Figure 1. Signal wires by layer.
Two of the layers only.
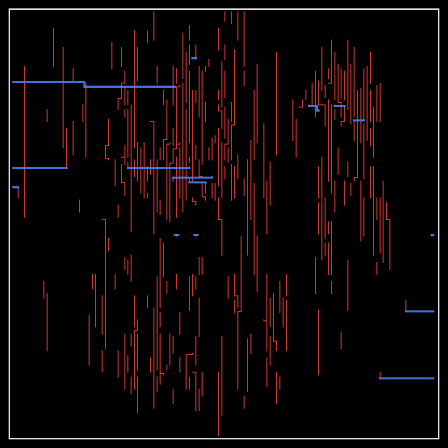
Figure 2. Cell area per tile.
The bar under the picture is 20 um long. The die is cut into 6 by 6 equal tiles; dark purple is low, yellow is high, 0 to 100% covered.
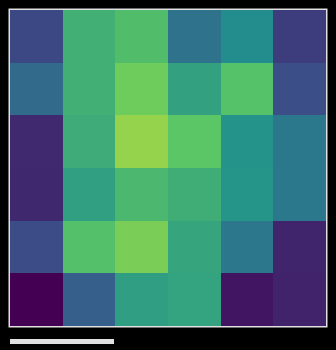
Figure 3. Signal metal coverage by tile.
The die is cut into 12 by 12 equal tiles; dark purple is low, yellow is high, scaled to the fullest tile. Values are wire area over tile area, all layers added.
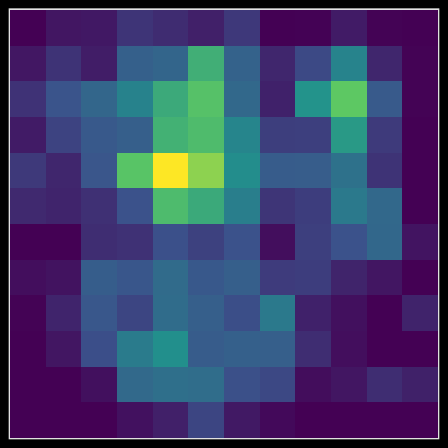
Figure 4. Clock wiring as the flow saved it.
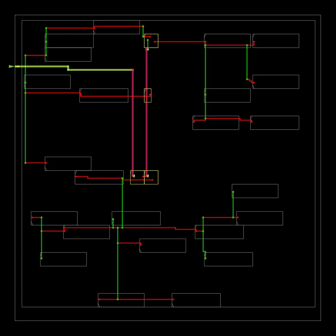
**src/rtl/ddr3_ref_sched_pkg.sv**
```systemverilog
// Shared settings for the DDR3 refresh scheduler: timing defaults, FSM state
// encoding and nanosecond-to-cycle helpers.
package ddr3_ref_sched_pkg;

  localparam int DDR_FREQ_MHZ_DEF = 100;
  localparam int TREFI_NS_DEF     = 7800;
  localparam int TRFC_NS_DEF      = 110;
  localparam int MAX_POSTPONE_DEF = 8;

  typedef enum logic [2:0] {
    ST_IDLE = 3'b001,
    ST_REQ  = 3'b010,
    ST_TRFC = 3'b100
  } ref_state_e;

  function automatic int ns_to_cyc_floor(input int mhz, input int ns);
    return (mhz * ns) / 1000;
  endfunction

  function automatic int ns_to_cyc_ceil(input int mhz, input int ns);
    return (mhz * ns + 999) / 1000;
  endfunction

endpackage

```
**src/rtl/ddr3_ref_timer.sv**
```systemverilog
// Loadable down-counter with a terminal pulse; AUTO=1 reloads on expiry
// (periodic), AUTO=0 parks at zero (one-shot).
module ddr3_ref_timer #(
  parameter int           W       = 8,
  parameter bit           AUTO    = 1'b0,
  parameter logic [W-1:0] RST_VAL = '0
) (
  input  logic         clock,
  input  logic         arst_n,
  input  logic         load_i,
  input  logic         run_i,
  input  logic [W-1:0] load_val_i,
  output logic         tick_o
);

  logic [W-1:0] cnt_q, cnt_d;

  always_comb begin
    tick_o = run_i && !load_i && (cnt_q == '0);
    cnt_d  = cnt_q;
    if (load_i)
      cnt_d = load_val_i;
    else if (run_i)
      cnt_d = (cnt_q == '0) ? (AUTO ? load_val_i : '0) : cnt_q - 1'b1;
  end

  always_ff @(posedge clock or negedge arst_n) begin
    if (!arst_n) cnt_q <= RST_VAL;
    else         cnt_q <= cnt_d;
  end

endmodule

```
**src/rtl/ddr3_ref_sched.sv**
```systemverilog
// DDR3 refresh scheduler: tREFI debt tracking, opportunistic/urgent REF
// requests and tRFC blocking. Optional pull-in refresh via DDR3_REF_PULLIN_EN.
module ddr3_ref_sched
  import ddr3_ref_sched_pkg::*;
#(
  parameter int DDR_FREQ_MHZ = DDR_FREQ_MHZ_DEF,
  parameter int TREFI_NS     = TREFI_NS_DEF,
  parameter int TRFC_NS      = TRFC_NS_DEF,
  parameter int MAX_POSTPONE = MAX_POSTPONE_DEF
) (
  input  logic       clock,
  input  logic       arst_n,
  input  logic       enable_i,
  input  logic       busy_i,
  output logic       ref_req_o,
  input  logic       ref_ack_i,
  output logic       ref_block_o,
  output logic [3:0] ref_debt_o,
  output logic       ref_err_o
);

  localparam int TREFI_CYC = ns_to_cyc_floor(DDR_FREQ_MHZ, TREFI_NS);
  localparam int TRFC_CYC  = ns_to_cyc_ceil(DDR_FREQ_MHZ, TRFC_NS);
  localparam int TREFI_W   = (TREFI_CYC > 1) ? $clog2(TREFI_CYC) : 1;
  localparam int TRFC_W    = (TRFC_CYC > 1) ? $clog2(TRFC_CYC) : 1;

  localparam logic [TREFI_W-1:0] TREFI_RLD = TREFI_W'(TREFI_CYC - 1);
  localparam logic [TRFC_W-1:0]  TRFC_RLD  = TRFC_W'(TRFC_CYC - 1);
  localparam logic [3:0]         MAXP      = 4'(MAX_POSTPONE);
  localparam logic [3:0]         URG       = 4'(MAX_POSTPONE - 1);

  ref_state_e state_q, state_d;
  logic [3:0] debt_q, debt_d;
  logic       err_q, err_d;
  logic       req_q, req_d;
  logic       blk_q, blk_d;
  logic       ack_ok, trefi_tick, trfc_done, clear;
`ifdef DDR3_REF_PULLIN_EN
  logic [3:0] credit_q, credit_d;
`endif

  // Interval timer is held at its reload value whenever the scheduler is off.
  ddr3_ref_timer #(.W(TREFI_W), .AUTO(1'b1), .RST_VAL(TREFI_RLD)) u_trefi (
    .clock      (clock),
    .arst_n     (arst_n),
    .load_i     (!enable_i),
    .run_i      (enable_i),
    .load_val_i (TREFI_RLD),
    .tick_o     (trefi_tick)
  );

  ddr3_ref_timer #(.W(TRFC_W), .AUTO(1'b0), .RST_VAL('0)) u_trfc (
    .clock      (clock),
    .arst_n     (arst_n),
    .load_i     (ack_ok),
    .run_i      (state_q == ST_TRFC),
    .load_val_i (TRFC_RLD),
    .tick_o     (trfc_done)
  );

  always_comb begin
    ack_ok  = ref_ack_i && (state_q == ST_REQ);
    state_d = state_q;
    case (state_q)
      ST_IDLE: begin
        if (enable_i && (debt_q != '0) && (!busy_i || debt_q >= URG))
          state_d = ST_REQ;
`ifdef DDR3_REF_PULLIN_EN
        else if (enable_i && (debt_q == '0) && !busy_i && (credit_q < MAXP))
          state_d = ST_REQ;
`endif
      end
      // An accepted REF wins over a same-cycle disable: tRFC must still run.
      ST_REQ:  if (ack_ok) state_d = ST_TRFC;
               else if (!enable_i) state_d = ST_IDLE;
      ST_TRFC: if (trfc_done) state_d = ST_IDLE;
      default: state_d = ST_IDLE;
    endcase

    debt_d = debt_q;
    err_d  = err_q;
`ifdef DDR3_REF_PULLIN_EN
    credit_d = credit_q;
`endif
    if (trefi_tick && !ack_ok) begin
      if (debt_q >= MAXP) err_d = 1'b1;
      else                debt_d = debt_q + 1'b1;
`ifdef DDR3_REF_PULLIN_EN
      if (credit_q != '0) begin
        debt_d   = debt_q;
        err_d    = err_q;
        credit_d = credit_q - 1'b1;
      end
`endif
    end else if (ack_ok && !trefi_tick) begin
      if (debt_q != '0) debt_d = debt_q - 1'b1;
`ifdef DDR3_REF_PULLIN_EN
      else if (credit_q < MAXP) credit_d = credit_q + 1'b1;
`endif
    end

    // Disable clears bookkeeping, but only once any tRFC in flight has ended.
    clear = !enable_i && (state_d != ST_TRFC);
    if (clear) debt_d = '0;
`ifdef DDR3_REF_PULLIN_EN
    if (clear) credit_d = '0;
`endif

    req_d = (state_q == ST_REQ) && !ack_ok && enable_i;
    blk_d = (state_d == ST_TRFC) || (debt_d >= URG);
  end

  always_ff @(posedge clock or negedge arst_n) begin
    if (!arst_n) begin
      state_q  <= ST_IDLE;
      debt_q   <= '0;
      err_q    <= 1'b0;
      req_q    <= 1'b0;
      blk_q    <= 1'b0;
`ifdef DDR3_REF_PULLIN_EN
      credit_q <= '0;
`endif
    end else begin
      state_q  <= state_d;
      debt_q   <= debt_d;
      err_q    <= err_d;
      req_q    <= req_d;
      blk_q    <= blk_d;
`ifdef DDR3_REF_PULLIN_EN
      credit_q <= credit_d;
`endif
    end
  end

  assign ref_req_o   = req_q;
  assign ref_block_o = blk_q;
  assign ref_debt_o  = debt_q;
  assign ref_err_o   = err_q;

endmodule

```
**config.mk**
```make
export PLATFORM = sky130hd
export DESIGN_NAME = ddr3_ref_sched
export DESIGN_NICKNAME = d
export VERILOG_FILES = /design/src/rtl/ddr3_ref_sched_pkg.sv /design/src/rtl/ddr3_ref_timer.sv /design/src/rtl/ddr3_ref_sched.sv
export SDC_FILE = /design/constraint.sdc
export NUM_CORES = 1
export LEC_CHECK = 0
export ABC_AREA = 1
export CAP_MARGIN = 10
export CORE_UTILIZATION = 39
export CTS_CLUSTER_DIAMETER = 100
export DETAILED_ROUTE_END_ITERATION = 16
export PLACE_DENSITY = 0.62
export SETUP_SLACK_MARGIN = 0.3
export SLEW_MARGIN = 20
export SYNTH_ARGS = -nofsm -noshare
export SYNTH_HDL_FRONTEND = slang
export SYNTH_SLANG_ARGS = --single-unit
export TNS_END_PERCENT = 1
```
**constraint.sdc**
```tcl
create_clock -name clock -period 1.75 [get_ports clock]
set_input_delay 0.525 -clock clock [delete_from_list [all_inputs] [get_ports clock]]
set_output_delay 0.525 -clock clock [all_outputs]
set_load 0.02 [all_outputs]
```
==> metrics.csv <==
stage,metric,value,unit
cts,CTS tree,built,
worst_setup_path,crit-path max FO,6,
floorplan,die y size,60.9,um
worst_setup_path,Worst setup EP type,flop,
synth,synth warn,0,
cts,H-tree Lvls,1,
synth,Netlist Area Pre-Place,1350,um^2
power_and_ir_drop,Pleak,0.827,nW
route,post-route ant nets,0,
synth,Area leader share,33.3,%
status,status,completed,
job,# Max-Cap Violations,0,
worst_setup_path,critical-path cell list,"inv_2, ha_4, nand2_4, nor2_4, nand3_4, nand2_4, nand2_1, nand2_1, a21oi_1, nand3_1, nand2_1",
synth,"top cells, area","dfrtp_1 (33%), dfstp_2 (12%), nand2_1 (9.4%), nand3_1 (6.7%), inv_1 (4.4%)",
synth,count of library flops with an enable pin,0,
worst_setup_path,CP Buf/Inv Count,1,
placement,I/O Buffers,11,
worst_setup_path,r2r setup slk,0.14,ns
worst_setup_path,Critical-path top delay cell,dfstp_2,
worst_setup_path,CP top delay family,simple AND/OR/NAND/NOR gates,
sta,crit path time final,1.61,ns
sta,max-slew violations,0,
floorplan,Tapcell Cnt,46,
floorplan,num rows,21,
cts,clock slew at reported path FFs,0.14,ns
final_layout,Register Area,611,um^2
sta,Max Clock Skew,0.00691,ns
floorplan,# IOs,12,
sta,pin slew with the least headroom to its limit,0.382,ns
final_layout,comb. cell area,736,um^2
final_layout,Layout area overhead,29.3,%
route,Initial DRC Count,38,
min_path,worst hold endpoint,u_trefi.cnt_q[0],
final_layout,most frequent cells in the layout,"nand2_1 (33), nand3_1 (17), buf_4 (17)",
sta,"Hold Violations, Final",0,
final_layout,nets@finish,203,
placement,gpl congestion,0.891,
cts,clk latency late pin,0.32,ns
final_layout,diode count,0,
worst_setup_path,Startpoint Class,flop,
route,vias per cell,4.98,
worst_setup_path,CP startpoint,u_trefi.cnt_q[0],
sta,"Worst Setup Slack, final",0.141,ns
floorplan,die area,3710,um^2
synth,Cell Type Count,34,
global_route,initial antenna violation count,0,
synth,Synth flops,24,
sta,worst rel slew slack,74.4,%
worst_setup_path,r2r startpoint,u_trefi.cnt_q[0],
final_layout,fillers,321,
cts,clock root cell,clkbuf_4,
final_layout,Commonest Layout Cell,nand2_1,
global_route,aggregate global routing overflow,0,
min_path,worst hold path class,flop to flop,
global_route,largest net degree at the start of global routing,25,
route,DRC viols,0,
sta,f_max,622,MHz
cts,clock buffer depth,2,
worst_setup_path,Critical Path AT,1.88,ns
global_route,vias in the first global route,1142,
min_path,critical hold path startpoint,u_trefi.cnt_q[0],
synth,Post-Syn Instances,162,
worst_setup_path,Reg-to-Reg End,ref_block_o,
worst_setup_path,worst r2r path cells,11,
worst_setup_path,crit path kind,flop to flop,
cts,Num CTS Buffers,3,
synth,ys async rst share,100,%
final_layout,Seq area share,34.9,%
Notes on Figure 1 above:
- M3: blue (wire length 65.8 um)
- M2: red (wire length 1340 um)
DRT Wirelength: 2830 um
DR vias: 1195
All-Layer GR Usage: 17.4%
WL per Instance: 11.8 um

Notes on Figure 2 above:
- tiles over 75% full: 8.3%
- emptiest ninth of the die: lower right
- fullest tile: 84%
core area: 3340 um^2
post-layout util: 52.5%
fp_density: 40.6%

Notes on Figure 3 above:
- mean over tiles: 0.12
- emptiest ninth of the die: lower right
- tiles over half the peak: 9.0%
- densest ninth of the die: center
- nearly empty tiles: 19%

Notes on Figure 4 above:
clock buffer count: 4
registers: 24

[power by group]
part,internal (mW),leakage (nW),total (mW),switching (mW)
logic,0.0341,0.516,0.0771,0.0431
registers,0.569,0.296,0.578,0.00892
clock network,0.0891,0.0150,0.259,0.170
total,0.693,0.827,0.914,0.222
[cells by family after synthesis]
kind of cell | after synthesis | share of synthesized area, %
buf+inv | 20 | 5.92
xor+xnor | 7 | 4.53
flops | 24 | 44.9
fa+ha+maj | 3 | 2.77
simple gates | 84 | 30.8
compound gates | 24 | 11.1
[cells in the mapped netlist (2+ instances only)]
cell type,count
a21oi_1,7
inv_1,16
a21boi_0,2
nor2_2,2
clkinv_1,2
ha_1,3
dfrtp_1,18
nor2_4,2
nand2_2,3
xnor2_1,2
o21ai_0,4
nand3_1,18
o211ai_1,2
nand2_1,34
nor3_1,2
or2_2,3
xor2_1,5
dfstp_2,6
nor2_1,15
o31ai_1,2
[metrics by stage]
| step | std cells | setup TNS, ns | instance area [um^2] |
|---|---|---|---|
| 6_report | 240 | 0 | 1750 |
| 5_1_grt | 240 | 0 | 1750 |
| 4_1_cts | 239 | 0 | 1730 |
| 3_5_place_dp | 230 | -0.910 | 1640 |
| 3_3_place_gp | 230 | -0.674 | 1640 |
| 2_1_floorplan | 162 | 0 | 1390 |
[state kept, by name, summed over array words and instances (netlist names)]
name / count
ref_block_o: 1
ref_debt_o: 4
ref_err_o: 1
ref_req_o: 1
state_q: 3
u_trefi.cnt_q: 10
u_trfc.cnt_q: 4
[metal layers]
layer	track usage, %	up-vias	wire length, um
met5	0	-	0
met4	6.49	0	46
met3	2.13	4	65
met2	29.5	20	1340
met1	22.8	574	1380
li1	-	597	-
[repair_timing]
action,CTS,global route
pin swaps,4,4
resized,21,3
setup buffers,5,1
endpoints found under the setup margin,21,26
No activity file was given, so power comes from the tool's default toggle rates.
